$ cat src/rtl/prime_scan_ctrl_pkg.sv
// Shared definitions for the prime scan sequencer.
//   scan_state_t : sequencer states, also exported on the debug state port
//   WIDTH_DEF    : default width of N, candidate, count and last-prime values
//   TIMEOUT_DEF  : default response watchdog limit in cycles
package prime_pkg;

  localparam int WIDTH_DEF   = 4;
  localparam int TIMEOUT_DEF = 255;

  typedef enum logic [2:0] {
    ST_IDLE  = 3'd0,
    ST_ISSUE = 3'd1,
    ST_WAIT  = 3'd2,
    ST_NEXT  = 3'd3,
    ST_DONE  = 3'd4,
    ST_ERR   = 3'd5
  } scan_state_t;

endpackage

$ cat src/rtl/prime_scan_ctrl_if.sv
// Request/response link between the scan sequencer and the prime-test core.
//
// Handshake: the sequencer raises req_o with cand_o and holds both stable
// until a cycle in which ready_i is also 1; that cycle is the transfer.
// req_o never drops without a transfer except on abort. The core answers
// each accepted candidate with exactly one single-cycle resp_valid_i pulse,
// carrying resp_prime_i in the same cycle. There is no back-pressure on the
// response path.
//
//   req_o        sequencer -> core  candidate request (valid)
//   cand_o       sequencer -> core  candidate value
//   ready_i      core -> sequencer  core can accept a request
//   resp_valid_i core -> sequencer  result valid pulse
//   resp_prime_i core -> sequencer  1 = candidate is prime
interface prime_scan_ctrl_if #(
  parameter int WIDTH = prime_pkg::WIDTH_DEF
);

  logic             req_o;
  logic [WIDTH-1:0] cand_o;
  logic             ready_i;
  logic             resp_valid_i;
  logic             resp_prime_i;

  modport master (
    output req_o,
    output cand_o,
    input  ready_i,
    input  resp_valid_i,
    input  resp_prime_i
  );

  modport slave (
    input  req_o,
    input  cand_o,
    output ready_i,
    output resp_valid_i,
    output resp_prime_i
  );

endinterface

$ cat src/rtl/prime_scan_ctrl_watchdog.sv
// Response watchdog: cycle counter with synchronous clear and count enable.
//   clk, rst_n : clock, asynchronous active-low reset
//   clear_i    : restart the count from zero (wins over en_i)
//   en_i       : count one more waiting cycle
//   expired_o  : high in the TIMEOUT-th enabled cycle since the last clear,
//                so the owner can leave its wait state on that edge
module prime_watchdog #(
  parameter int TIMEOUT = prime_pkg::TIMEOUT_DEF
) (
  input  logic clk,
  input  logic rst_n,
  input  logic clear_i,
  input  logic en_i,
  output logic expired_o
);

  localparam int CW = (TIMEOUT < 2) ? 1 : $clog2(TIMEOUT);
  localparam logic [CW-1:0] LAST = CW'(TIMEOUT - 1);

  logic [CW-1:0] cnt_q;

  // Saturates at LAST so a long-running enable can never wrap back to zero.
  always_ff @(posedge clk or negedge rst_n) begin
    if (!rst_n) begin
      cnt_q <= '0;
    end else if (clear_i) begin
      cnt_q <= '0;
    end else if (en_i && (cnt_q != LAST)) begin
      cnt_q <= cnt_q + CW'(1);
    end
  end

  assign expired_o = (cnt_q == LAST);

endmodule

$ cat src/rtl/prime_scan_ctrl.sv
// Scan sequencer: walks candidates 2..N through the shared prime-test core,
// counting primes and remembering the largest one found.
//   clk, rst_n     : clock, asynchronous active-low reset
//   start_i        : start pulse, latches limit_i as N (ignored mid-scan)
//   abort_i        : cancel and clear everything, beats start_i
//   limit_i        : inclusive upper bound N
//   core           : request/response link to the prime-test core
//   busy_o         : scan in progress (ISSUE/WAIT/NEXT)
//   done_o         : scan finished, level until next start/abort
//   err_o          : core response watchdog expired, level
//   count_o        : primes found so far
//   last_prime_o   : largest prime found, 0 if none
//   state_o        : current sequencer state for observation
module prime_scan_ctrl
  import prime_pkg::*;
#(
  parameter int WIDTH   = WIDTH_DEF,
  parameter int TIMEOUT = TIMEOUT_DEF
) (
  input  logic                  clk,
  input  logic                  rst_n,
  input  logic                  start_i,
  input  logic                  abort_i,
  input  logic [WIDTH-1:0]      limit_i,
  prime_scan_ctrl_if.master     core,
  output logic                  busy_o,
  output logic                  done_o,
  output logic                  err_o,
  output logic [WIDTH-1:0]      count_o,
  output logic [WIDTH-1:0]      last_prime_o,
  output scan_state_t           state_o
);

  scan_state_t      state_q, state_d;
  logic [WIDTH-1:0] n_q, n_d;
  logic [WIDTH-1:0] cand_q, cand_d;
  logic [WIDTH-1:0] count_q, count_d;
  logic [WIDTH-1:0] last_q, last_d;
  logic             wd_clear, wd_en, wd_expired;

  // Watchdog restarts on every accepted request and counts only the WAIT
  // cycles that carry no response.
  assign wd_clear = abort_i || ((state_q == ST_ISSUE) && core.ready_i);
  assign wd_en    = !abort_i && (state_q == ST_WAIT) && !core.resp_valid_i;

  prime_watchdog #(
    .TIMEOUT (TIMEOUT)
  ) u_watchdog (
    .clk       (clk),
    .rst_n     (rst_n),
    .clear_i   (wd_clear),
    .en_i      (wd_en),
    .expired_o (wd_expired)
  );

  always_ff @(posedge clk or negedge rst_n) begin
    if (!rst_n) begin
      state_q <= ST_IDLE;
      n_q     <= '0;
      cand_q  <= '0;
      count_q <= '0;
      last_q  <= '0;
    end else begin
      state_q <= state_d;
      n_q     <= n_d;
      cand_q  <= cand_d;
      count_q <= count_d;
      last_q  <= last_d;
    end
  end

  always_comb begin
    state_d = state_q;
    n_d     = n_q;
    cand_d  = cand_q;
    count_d = count_q;
    last_d  = last_q;

    if (abort_i) begin
      state_d = ST_IDLE;
      cand_d  = '0;
      count_d = '0;
      last_d  = '0;
    end else begin
      case (state_q)
        ST_IDLE, ST_DONE, ST_ERR: begin
          if (start_i) begin
            n_d     = limit_i;
            count_d = '0;
            last_d  = '0;
            if (limit_i < WIDTH'(2)) begin
              cand_d  = '0;
              state_d = ST_DONE;
            end else begin
              cand_d  = WIDTH'(2);
              state_d = ST_ISSUE;
            end
          end
        end
        ST_ISSUE: begin
          if (core.ready_i) begin
            state_d = ST_WAIT;
          end
        end
        ST_WAIT: begin
          // A response arriving in the expiry cycle still counts.
          if (core.resp_valid_i) begin
            if (core.resp_prime_i) begin
              count_d = count_q + WIDTH'(1);
              last_d  = cand_q;
            end
            state_d = ST_NEXT;
          end else if (wd_expired) begin
            state_d = ST_ERR;
          end
        end
        ST_NEXT: begin
          // Compare before incrementing so N = all-ones ends without wrap.
          if (cand_q == n_q) begin
            state_d = ST_DONE;
          end else begin
            cand_d  = cand_q + WIDTH'(1);
            state_d = ST_ISSUE;
          end
        end
        default: begin
          state_d = ST_IDLE;
        end
      endcase
    end
  end

  assign core.req_o  = (state_q == ST_ISSUE);
  assign core.cand_o = cand_q;
  assign busy_o      = (state_q == ST_ISSUE) || (state_q == ST_WAIT) ||
                       (state_q == ST_NEXT);
  assign done_o      = (state_q == ST_DONE);
  assign err_o       = (state_q == ST_ERR);
  assign count_o     = count_q;
  assign last_prime_o = last_q;
  assign state_o     = state_q;

endmodule

$ cat src/flat_wrapper.sv
// flat-port wrapper written by rule: the top's interface ports become plain ports
module prime_scan_ctrl_flat import prime_pkg::*;
#(
  parameter int WIDTH   = WIDTH_DEF,
  parameter int TIMEOUT = TIMEOUT_DEF
)
  (clk, rst_n, start_i, abort_i, limit_i, busy_o, done_o, err_o, count_o, last_prime_o, state_o, core_req_o, core_cand_o, core_ready_i, core_resp_valid_i, core_resp_prime_i);
  prime_scan_ctrl_if #(.WIDTH(WIDTH)) core_i ();
  input  logic clk;
  input  logic rst_n;
  input  logic start_i;
  input  logic abort_i;
  input  logic [WIDTH-1:0] limit_i;
  output logic busy_o;
  output logic done_o;
  output logic err_o;
  output logic [WIDTH-1:0] count_o;
  output logic [WIDTH-1:0] last_prime_o;
  output scan_state_t state_o;
  output wire logic [$bits(core_i.req_o)-1:0] core_req_o;
  output wire logic [$bits(core_i.cand_o)-1:0] core_cand_o;
  input wire logic [$bits(core_i.ready_i)-1:0] core_ready_i;
  input wire logic [$bits(core_i.resp_valid_i)-1:0] core_resp_valid_i;
  input wire logic [$bits(core_i.resp_prime_i)-1:0] core_resp_prime_i;
  assign core_req_o = core_i.req_o;
  assign core_cand_o = core_i.cand_o;
  assign core_i.ready_i = core_ready_i;
  assign core_i.resp_valid_i = core_resp_valid_i;
  assign core_i.resp_prime_i = core_resp_prime_i;
  prime_scan_ctrl #(.WIDTH(WIDTH), .TIMEOUT(TIMEOUT)) u_core (.clk(clk), .rst_n(rst_n), .start_i(start_i), .abort_i(abort_i), .limit_i(limit_i), .core(core_i), .busy_o(busy_o), .done_o(done_o), .err_o(err_o), .count_o(count_o), .last_prime_o(last_prime_o), .state_o(state_o));
endmodule
$ cat config.mk
export PLATFORM = sky130hd
export DESIGN_NAME = prime_scan_ctrl_flat
export DESIGN_NICKNAME = d
export VERILOG_FILES = /design/src/rtl/prime_scan_ctrl_pkg.sv /design/src/rtl/prime_scan_ctrl_if.sv /design/src/rtl/prime_scan_ctrl_watchdog.sv /design/src/rtl/prime_scan_ctrl.sv /design/src/flat_wrapper.sv
export SDC_FILE = /design/constraint.sdc
export NUM_CORES = 1
export LEC_CHECK = 0
export CAP_MARGIN = 10
export CORE_UTILIZATION = 30
export CTS_BUF_LIST = sky130_fd_sc_hd__clkbuf_8 sky130_fd_sc_hd__clkbuf_16
export DETAILED_ROUTE_END_ITERATION = 10
export GPL_TIMING_DRIVEN = 1
export PLACE_DENSITY = 0.57
export SLEW_MARGIN = 20
export SYNTH_ARGS = -nofsm -noshare
export SYNTH_HDL_FRONTEND = slang
export SYNTH_SLANG_ARGS = --single-unit
$ cat constraint.sdc
create_clock -name clk -period 3.1 [get_ports clk]
set_input_delay 0.31 -clock clk [delete_from_list [all_inputs] [get_ports clk]]
set_output_delay 0.31 -clock clk [all_outputs]
set_load 0.02 [all_outputs]
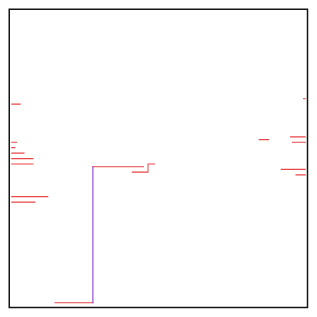
(run_1/wires.png)
Scale: 4 px per um. Only two layers are drawn.
Key: metal 3 = red [wire length 79.7 um]; metal 4 = purple [wire length 34.0 um]
wire length reported by the detailed router: 3.34 mm
global router's overall resource usage: 14.1%

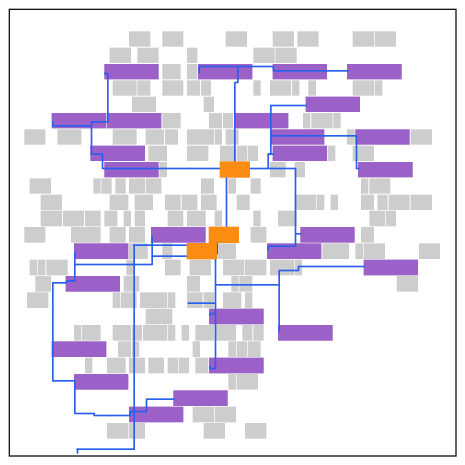
(run_1/clk_routes.png)
Scale: 6 px per um.
Key: clock wires = blue [length 388 um]; clock drivers = orange [count 3]; flip-flops = purple [count 27]
Position of the flops: spread over the die. There are 4 routed clock nets.

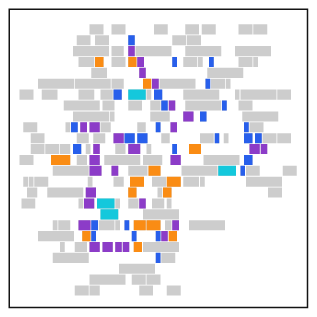
(run_1/logic_types.png)
Scale: 4 px per um.
Key: and/or cells = orange [cells 15]; fa/ha/maj cells = cyan [cells 4]; aoi and oai cells = purple [cells 28]; nand cells = blue [cells 27]
Comb area share: 41.3%
final non-filler cell total: 259

==> reports/qor.csv, run 1 <==
metric,value,unit
outcome,completed,
capturing element type of the critical path,output port,
number of nets in the synthesized netlist,178,
TritonCTS sink count,27,
leakage dissipation,0.783,nW
slew at the pin closest to its max-slew limit,0.811,ns
number of antenna violations at the first check in global routing,0,
XORs/XNORs by Area,3.92,%
GRT met1 Usage,20.5,%
"Hold Vio Cnt, Final",0,
Peak VDD IR,0.353,mV
setup fix buffers added after clock tree synthesis,0,
maximum number of pins on one net before global-route repair,28,
synthesis-to-finish area growth,27.0,%
routed length per instance,12.9,um
startpoint kind of the worst setup timing path,register,
final setup TNS,0,ns
quantity of hold-fixing buffers added after cts,0,
# rows,25,
highest routed layer,met4,
# DRC,0,
startpoint of the most critical register-to-register path,u_core.state_o[2],
biggest area cells,"sky130_fd_sc_hd__dfrtp_1 43%, sky130_fd_sc_hd__mux2i_1 5.8%, sky130_fd_sc_hd__mux2_2 3.6%",
Via Count,1263,
distinct cell type count of the synthesized netlist,42,
asr flop ratio synth,100,%
worst setup path end,core_req_o,
minimum clock period,2.27,ns
chip area,5510,um2
fraction of layout instances using a drive strength above 1,8.85,%
post-synthesis cell type with the largest combined area,sky130_fd_sc_hd__dfrtp_1,
die y size,74.2,um
number of buffers inserted during clock tree synthesis,3,
simple-gate area share of the yosys netlist,21.8,%
WHS,0.394,ns
Post-synth EDFFs,0,
mean post-synth cell area,9.60,um2
dominant cell by count in the synthesized netlist,sky130_fd_sc_hd__dfrtp_1,
class of the worst hold path,input port to asynchronous set/reset pin,
number of cells on the worst reg-to-reg path,4,
length of routed met2 wiring,1.46,mm
Synth Area in Compound Gates,14.2,%
vias in the first global route,1254,
WP data required,2.79,ns
Init Core Util,32.1,%
adder and majority cell fraction of the synthesized area,3.20,%
met2 usage,21.6,%
endpoint of the worst register-to-register path,u_core.u_watchdog.cnt_q[5],
synthesized cell area,1560,um2
# resized after CTS,0,
"Data arrival, critical path",1.96,ns
met1 routed wirelength after detailed routing,1.76,mm
largest family of logic cells by area,simple AND/OR/NAND/NOR gates,
placeable core region,4880,um2
"Setup violations, final",0,
maximum frequency from static timing analysis,441,MHz
crit path max fanout,16,
top-level port count,30,
grt total ovfl,0,
quantity of I/O buffers inserted on ports,29,
share of the synthesized area in the top cell type,43.2,%
first-pass GRT wire length,5.98,mm
met3 Track Usage GR,1.76,%
share of the yosys chip area belonging to registers,43.2,%
worst reg-to-reg setup slack,0.85,ns
Max transition margin,45.4,%
kind of critical path,register to output port,
CTS clock-pin slew for the worst setup and hold paths,0.10,ns
leading cell types by count after synthesis,"27 x sky130_fd_sc_hd__dfrtp_1, 14 x sky130_fd_sc_hd__nand2_1, 11 x sky130_fd_sc_hd__nor2_1",
cell count in the Yosys report,163,
startpoint of the worst setup timing path,u_core.state_o[2],
number of max-cap violations,0,
HPWL reported at the end of detailed placement,2.44,mm
number of levels the H-tree was split into,1,
cell total after placement,255,
Finished Core Util,40.7,%
Gate Count Post-Synth,163,
Met3 Routed Length,79,um
Initial DRC Count,66,
Antenna Nets Post-Route,0,
post-synthesis register bit count,27,
post-route clock period utilization,73.1,%
Root Buffer,sky130_fd_sc_hd__clkbuf_8,
power per unit of standard cell area,574,nW/um2
Max Buffers Root-to-Sink,2,
global placer's final weighted congestion,0.779,
Clock Latency Late Sink,0.27,ns
multiplexer area fraction after synthesis,9.36,%
Post-layout nets,208,
busiest layer in global routing,met2,
via density per instance,4.88,
Ant. Diodes,0,
yosys synthesis chip area,1560,um2
dominant register cell in the synthesized netlist,sky130_fd_sc_hd__dfrtp_1,
setup repair after global routing missed its margin,false,
total number of warnings across the stage logs,27,
CTS tree,done,
drt first pass iters,4,
die width,74.2,um
worst clock skew,0.00287,ns
"Warnings, synthesis",0,
"Slew Viols, Final",0,
[run 1: registers in the layout, indices dropped and copies added, names as in the netlist]
name / cells
u_core.core.cand_o: 4
u_core.state_o: 3
u_core.u_watchdog.cnt_q: 8
u_core.n_q: 4
u_core.count_o: 4
u_core.last_prime_o: 4
[run 1: worst max-delay path: stages (launching register included)]
cell,delay [ns]
sky130_fd_sc_hd__dfrtp_1,0.55
sky130_fd_sc_hd__nand2b_1,0.34
sky130_fd_sc_hd__nor2_1,0.17
sky130_fd_sc_hd__clkdlybuf4s50_1,0.62
[run 1: cell usage in the layout, fill, tap and decap left out, types with 6 or more instances in the layout]
master,instances
sky130_fd_sc_hd__nand2_1,14
sky130_fd_sc_hd__nor2_1,11
sky130_fd_sc_hd__clkdlybuf4s50_1,29
sky130_fd_sc_hd__dfrtp_1,27
sky130_fd_sc_hd__xnor2_1,6
sky130_fd_sc_hd__nand3_1,6
sky130_fd_sc_hd__mux2i_1,9
sky130_fd_sc_hd__a21oi_1,10
sky130_fd_sc_hd__inv_1,10
[run 1: power by group]
group	internal, mW	total (mW)	switching, mW
clock	0.0913	0.210	0.119
combinational	0.219	0.458	0.239
sequential	0.403	0.473	0.0703
[run 1: per-stage QoR]
step | power [mW] | cell area, um2 | worst slack [ns]
floorplan | 0.769 | 1560 | 1.04
global placement | 0.939 | 1940 | 0.756
detailed placement | 0.940 | 1940 | 0.713
CTS | 1.15 | 1990 | 0.812
global route | 1.23 | 1990 | 0.692
finish | 1.14 | 1990 | 0.833
[run 1: layout make-up]
cell class	instances	area [um2]
fillers	505	2890
multi-input cells	118	821
flip-flops and latches	27	676
repair buffers	33	320
well taps	67	83.8
clock buffers	3	41.3
inverters	10	37.5
clock inverters	1	7.51
==> run_1/clocks.png <==
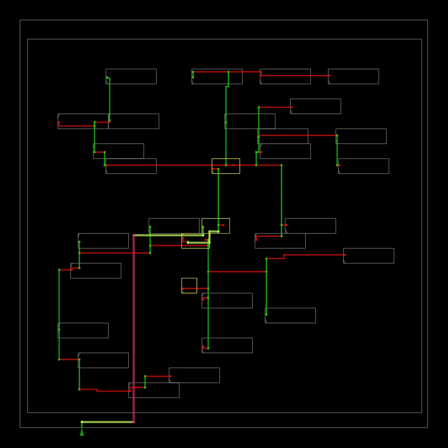

--- run 2 (diff from run 1) ---
==> constraint.sdc (replaced) <==
create_clock -name clk -period 2.3 [get_ports clk]
set_input_delay 0.23 -clock clk [delete_from_list [all_inputs] [get_ports clk]]
set_output_delay 0.23 -clock clk [all_outputs]
set_load 0.02 [all_outputs]
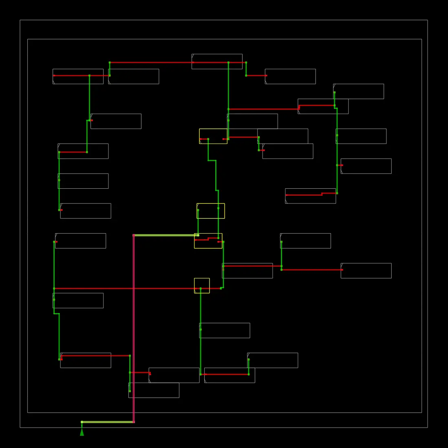
(run_2/clocks.png)
Clock Latency Late Sink: 0.27 ns
number of clock buffers in the layout: 3
number of buffers inserted during clock tree synthesis: 3

==> reports/qor.csv, run 2 <==
metric,value,unit,change
outcome,completed,,
capturing element type of the critical path,output port,,
Antenna Nets Post-Route,0,,unchanged
Sw Share,36.6,%,-0.84 points
yosys synthesis chip area,1560,um2,unchanged
top-level port count,30,,unchanged
maximum number of pins on one net before global-route repair,28,,unchanged
total number of warnings across the stage logs,27,,unchanged
cell total after placement,261,,+2.4%
quantity of hold-fixing buffers added after cts,0,,unchanged
startpoint of the most critical register-to-register path,u_core.state_o[2],,
number of cells on the worst reg-to-reg path,4,,unchanged
cell count in the Yosys report,163,,unchanged
first-pass GRT wire length,5.80,mm,-3.0%
family of cells with the greatest summed delay on the critical path,buffers and inverters,,
fraction of layout instances using a drive strength above 1,11.6,%,+2.8 points
number of nets in the synthesized netlist,178,,unchanged
Max transition margin,58.5,%,+13 points
HPWL reported at the end of detailed placement,2.49,mm,+1.9%
number of max-cap violations,0,,unchanged
"flip-flop count of the largest register, all copies and words added",8,,unchanged
grt total ovfl,0,,unchanged
most frequent logic cell in the layout,sky130_fd_sc_hd__clkdlybuf4s50_1,,
CP Depth,4,,+1
share of the synthesized area in the top cell type,43.2,%,unchanged
Root Buffer,sky130_fd_sc_hd__clkbuf_8,,
"Slew Viols, Final",0,,unchanged
# resized after CTS,0,,unchanged
crit path max fanout,15,,-1
chip area,5510,um2,unchanged
post-synthesis cell type with the largest combined area,sky130_fd_sc_hd__dfrtp_1,,
CTS clock-pin slew for the worst setup and hold paths,0.10,ns,about the same
die y size,74.2,um,unchanged
count of buffer and inverter cells on the critical path,2,,+1
synthesized cell area,1560,um2,unchanged
Initial DRC Count,42,,-36%
number of antenna violations at the first check in global routing,0,,unchanged
logic gate share of total power,43.5,%,+3.4 points
Init Core Util,32.1,%,unchanged
"Warnings, synthesis",0,,unchanged
seq pwr,603,uW,+27%
power in combinational cells,677,uW,+48%
asr flop ratio synth,100,%,unchanged
startpoint of the worst setup timing path,u_core.state_o[2],,
Post-layout nets,214,,+2.9%
biggest area cells,"sky130_fd_sc_hd__dfrtp_1 43%, sky130_fd_sc_hd__mux2i_1 5.8%, sky130_fd_sc_hd__mux2_2 3.6%",,
die width,74.2,um,unchanged
drt first pass iters,4,,unchanged
Peak VDD IR,0.413,mV,+17%
dominant cell by count in the synthesized netlist,sky130_fd_sc_hd__dfrtp_1,,
final setup TNS,0,ns,unchanged
final non-filler cell total,265,,+2.3%
placeable core region,4880,um2,unchanged
via density per instance,4.83,,-0.95%
mean post-synth cell area,9.60,um2,unchanged
number of filler cells placed in the layout,513,,+1.6%
vias in the first global route,1221,,-2.6%
Clock net power,277,uW,+32%
Worst path slowest cell,sky130_fd_sc_hd__clkdlybuf4s50_1,,
number of levels the H-tree was split into,1,,unchanged
synthesis-to-finish area growth,29.9,%,
minimum clock period,2.14,ns,
Gate Count Post-Synth,163,,unchanged
endpoint of the worst register-to-register path,u_core.u_watchdog.cnt_q[5],,
setup fix buffers added after clock tree synthesis,0,,unchanged
startpoint kind of the worst setup timing path,register,,
top contributor to total power,combinational cells,,
largest reg by FF count,u_core.u_watchdog.cnt_q,,
kind of critical path,register to output port,,
class of the worst hold path,input port to asynchronous set/reset pin,,
WHS,0.325,ns,-0.0695 ns
distinct cell type count of the synthesized netlist,42,,unchanged
slew at the pin closest to its max-slew limit,0.607,ns,-0.204 ns
worst clock skew,0.00338,ns,+0.000511 ns
WP data required,2.07,ns,-0.72 ns
net switching power figure,571,uW,+33%
overall power consumption,1.56,mW,+36%
Clk network pwr share,17.8,%,-0.6 points
"Data arrival, critical path",1.91,ns,-0.05 ns
"Setup violations, final",0,,unchanged
"Hold Vio Cnt, Final",0,,unchanged
Max Buffers Root-to-Sink,2,,unchanged
post-route clock period utilization,93.2,%,
Ant. Diodes,0,,unchanged
max incr delay on CP,0.62,ns,about the same
maximum frequency from static timing analysis,466,MHz,
internal power,986,uW,+38%
quantity of I/O buffers inserted on ports,29,,unchanged
setup repair after global routing missed its margin,false,,
# rows,25,,unchanged
share of the yosys chip area belonging to registers,43.2,%,unchanged
Post-synth EDFFs,0,,unchanged
series of cell instances along the critical path,buf_4 -> nand2b_1 -> nor2_1 -> clkdlybuf4s50_1,,
sequential cell fraction of total power,38.7,%,-2.8 points
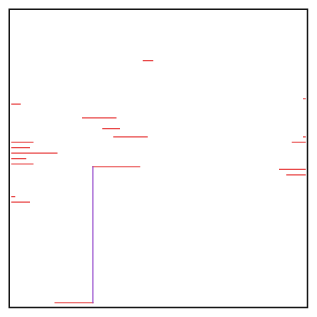
(run_2/wires.png)
Scale: 4 px per um. Only two layers are drawn.
global router's overall resource usage: 13.7%
wire length reported by the detailed router: 3.39 mm
routed length per instance: 12.8 um
Via Count: 1,280

[run 2: per-layer routing]
metal	GRT usage [%]	vias to the layer above	wire, um
li1	-	656	-
met5	0	-	0
met1	19.6	599	1740
met2	21.1	23	1520
met3	1.76	2	96
met4	5.13	0	34
[run 2: cells by family after synthesis]
kind of cell / count (synthesis) / synth area share, %
fa+ha+maj: 4 / 3.20
flops: 27 / 43.2
simple gates: 60 / 21.8
buf+inv: 18 / 4.32
mux: 14 / 9.36
xor+xnor: 7 / 3.92
compound gates: 33 / 14.2
[run 2: layout make-up]
cell class,instances,area [um2],share of cell area [%]
Sequential cell,27,676,33.3
Clock inverter,1,7.51,0.369
Tap cell,67,83.8,4.13
Multi-Input combinational cell,118,821,40.4
Timing Repair Buffer,39,365,18.0
Clock buffer,3,41.3,2.03
Inverter,10,37.5,1.85
[run 2: through the flow]
step,cell area [um2],utilization (%),setup slack [ns]
6_report,2030,41.6,0.156
3_3_place_gp,1980,40.6,0.0340
3_5_place_dp,1980,40.6,0.0226
2_1_floorplan,1560,-,0.243
4_1_cts,2030,41.6,0.146
5_1_grt,2030,41.6,0.0579
[run 2: worst max path at each step]
| stage | end | slack (ns) |
|---|---|---|
| 5_1_grt | core_req_o | 0.06 |
| 4_1_cts | core_req_o | 0.15 |
| 6_report | core_req_o | 0.16 |
| 3_5_place_dp | u_core.u_watchdog.cnt_q[5] | 0.02 |
| 3_3_place_gp | u_core.u_watchdog.cnt_q[5] | 0.03 |
| 2_1_floorplan | u_core.u_watchdog.cnt_q[5] | 0.24 |
==> run_2/clk_routes.png <==
Scale: 6 px per um.
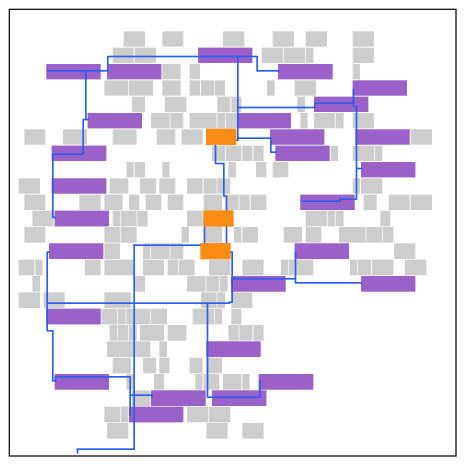

--- run 3 (diff from run 2) ---
--- a/config.mk
+++ b/config.mk
@@ -8,10 +8,12 @@
 export CAP_MARGIN = 10
 export CORE_UTILIZATION = 30
 export CTS_BUF_LIST = sky130_fd_sc_hd__clkbuf_8 sky130_fd_sc_hd__clkbuf_16
+export CTS_CLUSTER_SIZE = 25
 export DETAILED_ROUTE_END_ITERATION = 10
 export GPL_TIMING_DRIVEN = 1
+export MAX_ROUTING_LAYER = met4
 export PLACE_DENSITY = 0.57
-export SLEW_MARGIN = 20
+export SLEW_MARGIN = 5
 export SYNTH_ARGS = -nofsm -noshare
 export SYNTH_HDL_FRONTEND = slang
 export SYNTH_SLANG_ARGS = --single-unit
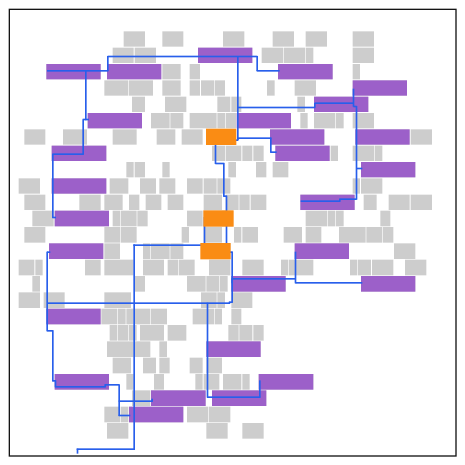
(run_3/clk_routes.png)
Scale: 6 px per um.
Key: clock wires = blue [length 377 um]; flip-flops = purple [count 27]; clock drivers = orange [count 3]
There are 4 routed clock nets.
worst clock skew: 0.00370 ns
Clock net power: 277 uW
Clk network pwr share: 17.8%

==> reports/qor.csv, run 3 <==
metric,value,unit,change
outcome,completed,,
HPWL reported at the end of detailed placement,2.49,mm,unchanged
share of the yosys chip area belonging to registers,43.2,%,unchanged
drt first pass iters,4,,unchanged
global placer's final weighted congestion,0.815,,
largest reg by FF count,u_core.u_watchdog.cnt_q,,
"Warnings, synthesis",0,,unchanged
"Setup violations, final",0,,unchanged
series of cell instances along the critical path,buf_4 -> nand2b_1 -> nor2_1 -> clkdlybuf4s50_1,,
minimum clock period,2.14,ns,-0.00199 ns
Post-layout nets,214,,unchanged
vias in the first global route,1216,,-0.41%
Via Count,1271,,-0.70%
slew at the pin closest to its max-slew limit,0.607,ns,unchanged
busiest layer in global routing,met2,,
fraction of layout instances using a drive strength above 1,11.6,%,unchanged
first-pass GRT wire length,5.80,mm,+0.10%
dominant register cell in the synthesized netlist,sky130_fd_sc_hd__dfrtp_1,,
number of max-cap violations,0,,unchanged
met2 usage,21.0,%,-0.10 points
Max transition margin,58.5,%,unchanged
maximum number of pins on one net before global-route repair,28,,unchanged
maximum frequency from static timing analysis,467,MHz,about the same
Initial DRC Count,43,,+2.4%
post-synthesis register bit count,27,,
pre-CTS setup slack,0.0226,ns,unchanged
Finished Core Util,41.6,%,unchanged
WP data required,2.07,ns,about the same
Peak VDD IR,0.414,mV,about the same
top-level port count,30,,unchanged
number of filler cells placed in the layout,513,,unchanged
biggest area cells,"sky130_fd_sc_hd__dfrtp_1 43%, sky130_fd_sc_hd__mux2i_1 5.8%, sky130_fd_sc_hd__mux2_2 3.6%",,
distinct cell type count of the synthesized netlist,42,,unchanged
capturing element type of the critical path,output port,,
wire length reported by the detailed router,3.40,mm,+0.27%
post-synthesis cell type with the largest combined area,sky130_fd_sc_hd__dfrtp_1,,
routed length per instance,12.8,um,+0.27%
global router's overall resource usage,14.1,%,+0.44 points
chip area,5510,um2,unchanged
die width,74.2,um,unchanged
TritonCTS sink count,27,,
Post-synth EDFFs,0,,unchanged
"Hold Vio Cnt, Final",0,,unchanged
startpoint kind of the worst setup timing path,register,,
cell count in the Yosys report,163,,unchanged
total number of warnings across the stage logs,27,,unchanged
max incr delay on CP,0.62,ns,about the same
Clock Latency Late Sink,0.27,ns,about the same
length of routed met2 wiring,1.52,mm,unchanged
power per unit of standard cell area,766,nW/um2,
family of cells with the greatest summed delay on the critical path,buffers and inverters,,
setup fix buffers added after clock tree synthesis,0,,unchanged
number of buffers inserted during clock tree synthesis,3,,unchanged
# rows,25,,unchanged
area taken by flip-flops and latches,676,um2,unchanged
GRT met1 Usage,19.7,%,+0.17 points
# resized after CTS,0,,unchanged
yosys synthesis chip area,1560,um2,unchanged
via density per instance,4.80,,-0.70%
number of antenna violations at the first check in global routing,0,,unchanged
synthesis-to-finish area growth,29.9,%,unchanged
number of nets in the synthesized netlist,178,,unchanged
"Data arrival, critical path",1.91,ns,about the same
crit path max fanout,15,,unchanged
Met3 Routed Length,73,um,-24%
asr flop ratio synth,100,%,unchanged
highest routed layer,met4,,
Gate Count Post-Synth,163,,unchanged
dominant cell by count in the synthesized netlist,sky130_fd_sc_hd__dfrtp_1,,
met3 Track Usage GR,1.63,%,-0.14 points
leading cell types by count after synthesis,"27 x sky130_fd_sc_hd__dfrtp_1, 14 x sky130_fd_sc_hd__nand2_1, 11 x sky130_fd_sc_hd__nor2_1",,
number of cells on the worst reg-to-reg path,4,,unchanged
Root Buffer,sky130_fd_sc_hd__clkbuf_8,,
Ant. Diodes,0,,unchanged
"Slew Viols, Final",0,,unchanged
quantity of I/O buffers inserted on ports,29,,unchanged
kind of critical path,register to output port,,
mean post-synth cell area,9.60,um2,unchanged
placeable core region,4880,um2,unchanged
# DRC,0,,
count of buffer and inverter cells on the critical path,2,,unchanged
leakage dissipation,0.814,nW,
final worst slack,0.158,ns,+0.00199 ns
Worst path slowest cell,sky130_fd_sc_hd__clkdlybuf4s50_1,,
post-route clock period utilization,93.1,%,about the same
quantity of hold-fixing buffers added after cts,0,,unchanged
highest-count cells in the layout ignoring fill and taps,"29 x sky130_fd_sc_hd__clkdlybuf4s50_1, 27 x sky130_fd_sc_hd__dfrtp_1, 14 x sky130_fd_sc_hd__nand2_1",,
die y size,74.2,um,unchanged
synthesized cell area,1560,um2,unchanged
Max Buffers Root-to-Sink,2,,unchanged
cell total after placement,261,,unchanged
final setup TNS,0,ns,unchanged
met1 routed wirelength after detailed routing,1.77,mm,+1.8%
class of the worst hold path,input port to asynchronous set/reset pin,,
share of the synthesized area in the top cell type,43.2,%,unchanged
CP Depth,4,,unchanged
CTS tree,done,,
grt total ovfl,0,,unchanged
"flip-flop count of the largest register, all copies and words added",8,,unchanged
WHS,0.324,ns,-0.000453 ns
Init Core Util,32.1,%,unchanged
combinational gate area,821,um2,unchanged
number of levels the H-tree was split into,1,,unchanged
CTS clock-pin slew for the worst setup and hold paths,0.10,ns,about the same
Antenna Nets Post-Route,0,,unchanged
setup repair after global routing missed its margin,false,,
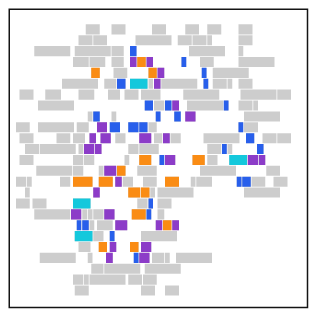
(run_3/logic_types.png)
Scale: 4 px per um.
Key: fa/ha/maj cells = cyan [cells 4]; aoi and oai cells = purple [cells 28]; nand cells = blue [cells 27]; and/or cells = orange [cells 15]
most frequent logic cell in the layout: sky130_fd_sc_hd__clkdlybuf4s50_1
final non-filler cell total: 265
Comb area share: 40.4%

## run 3: cell counts after synthesis
No cell type changed its count.
## run 3: kinds of logic after synthesis
family / Yosys count / synth area share [%]
AND/OR/NAND/NOR: 60 / 21.8
flip-flops: 27 / 43.2
adder cells (fa/ha/maj): 4 / 3.20
XOR/XNOR: 7 / 3.92
multiplexers: 14 / 9.36
buffers and inverters: 18 / 4.32
AND-OR/OR-AND: 33 / 14.2
## run 3: power by group
part	switching, mW	internal (mW)	total, mW
combinational	0.357	0.320	0.677
sequential	0.0591	0.544	0.603
clock	0.154	0.123	0.277
total	0.571	0.986	1.56
## run 3: stage by stage
| stage | cell area [um2] | power (mW) |
|---|---|---|
| 2_1_floorplan | 1560 | 1.04 |
| 3_3_place_gp | 1980 | 1.29 |
| 3_5_place_dp | 1980 | 1.29 |
| 4_1_cts | 2030 | 1.58 |
| 5_1_grt | 2030 | 1.67 |
| 6_report | 2030 | 1.56 |
## run 3: final cells by class
| class | count | area share, % |
|---|---|---|
| clock buffer | 3 | 2.03 |
| clock inverter | 1 | 0.369 |
| inverter | 10 | 1.85 |
| multi-input combinational | 118 | 40.4 |
| sequential | 27 | 33.3 |
| tap | 67 | 4.13 |
| timing repair buffer | 39 | 18.0 |
## run 3: final timing paths
| path | startpoint | to | slack, ns |
|---|---|---|---|
| max | u_core.state_o[2] | core_req_o | 0.16 |
| min | rst_n | u_core.u_watchdog.cnt_q[2] | 0.32 |
| max reg2reg | u_core.state_o[2] | u_core.u_watchdog.cnt_q[5] | 0.27 |
| min reg2reg | u_core.u_watchdog.cnt_q[7] | u_core.u_watchdog.cnt_q[7] | 0.49 |
| max in group asynchronous | rst_n | u_core.count_o[2] | 1.72 |
| min in group clk | u_core.u_watchdog.cnt_q[7] | u_core.u_watchdog.cnt_q[7] | 0.49 |
Power is estimated from default activity; no workload was simulated.
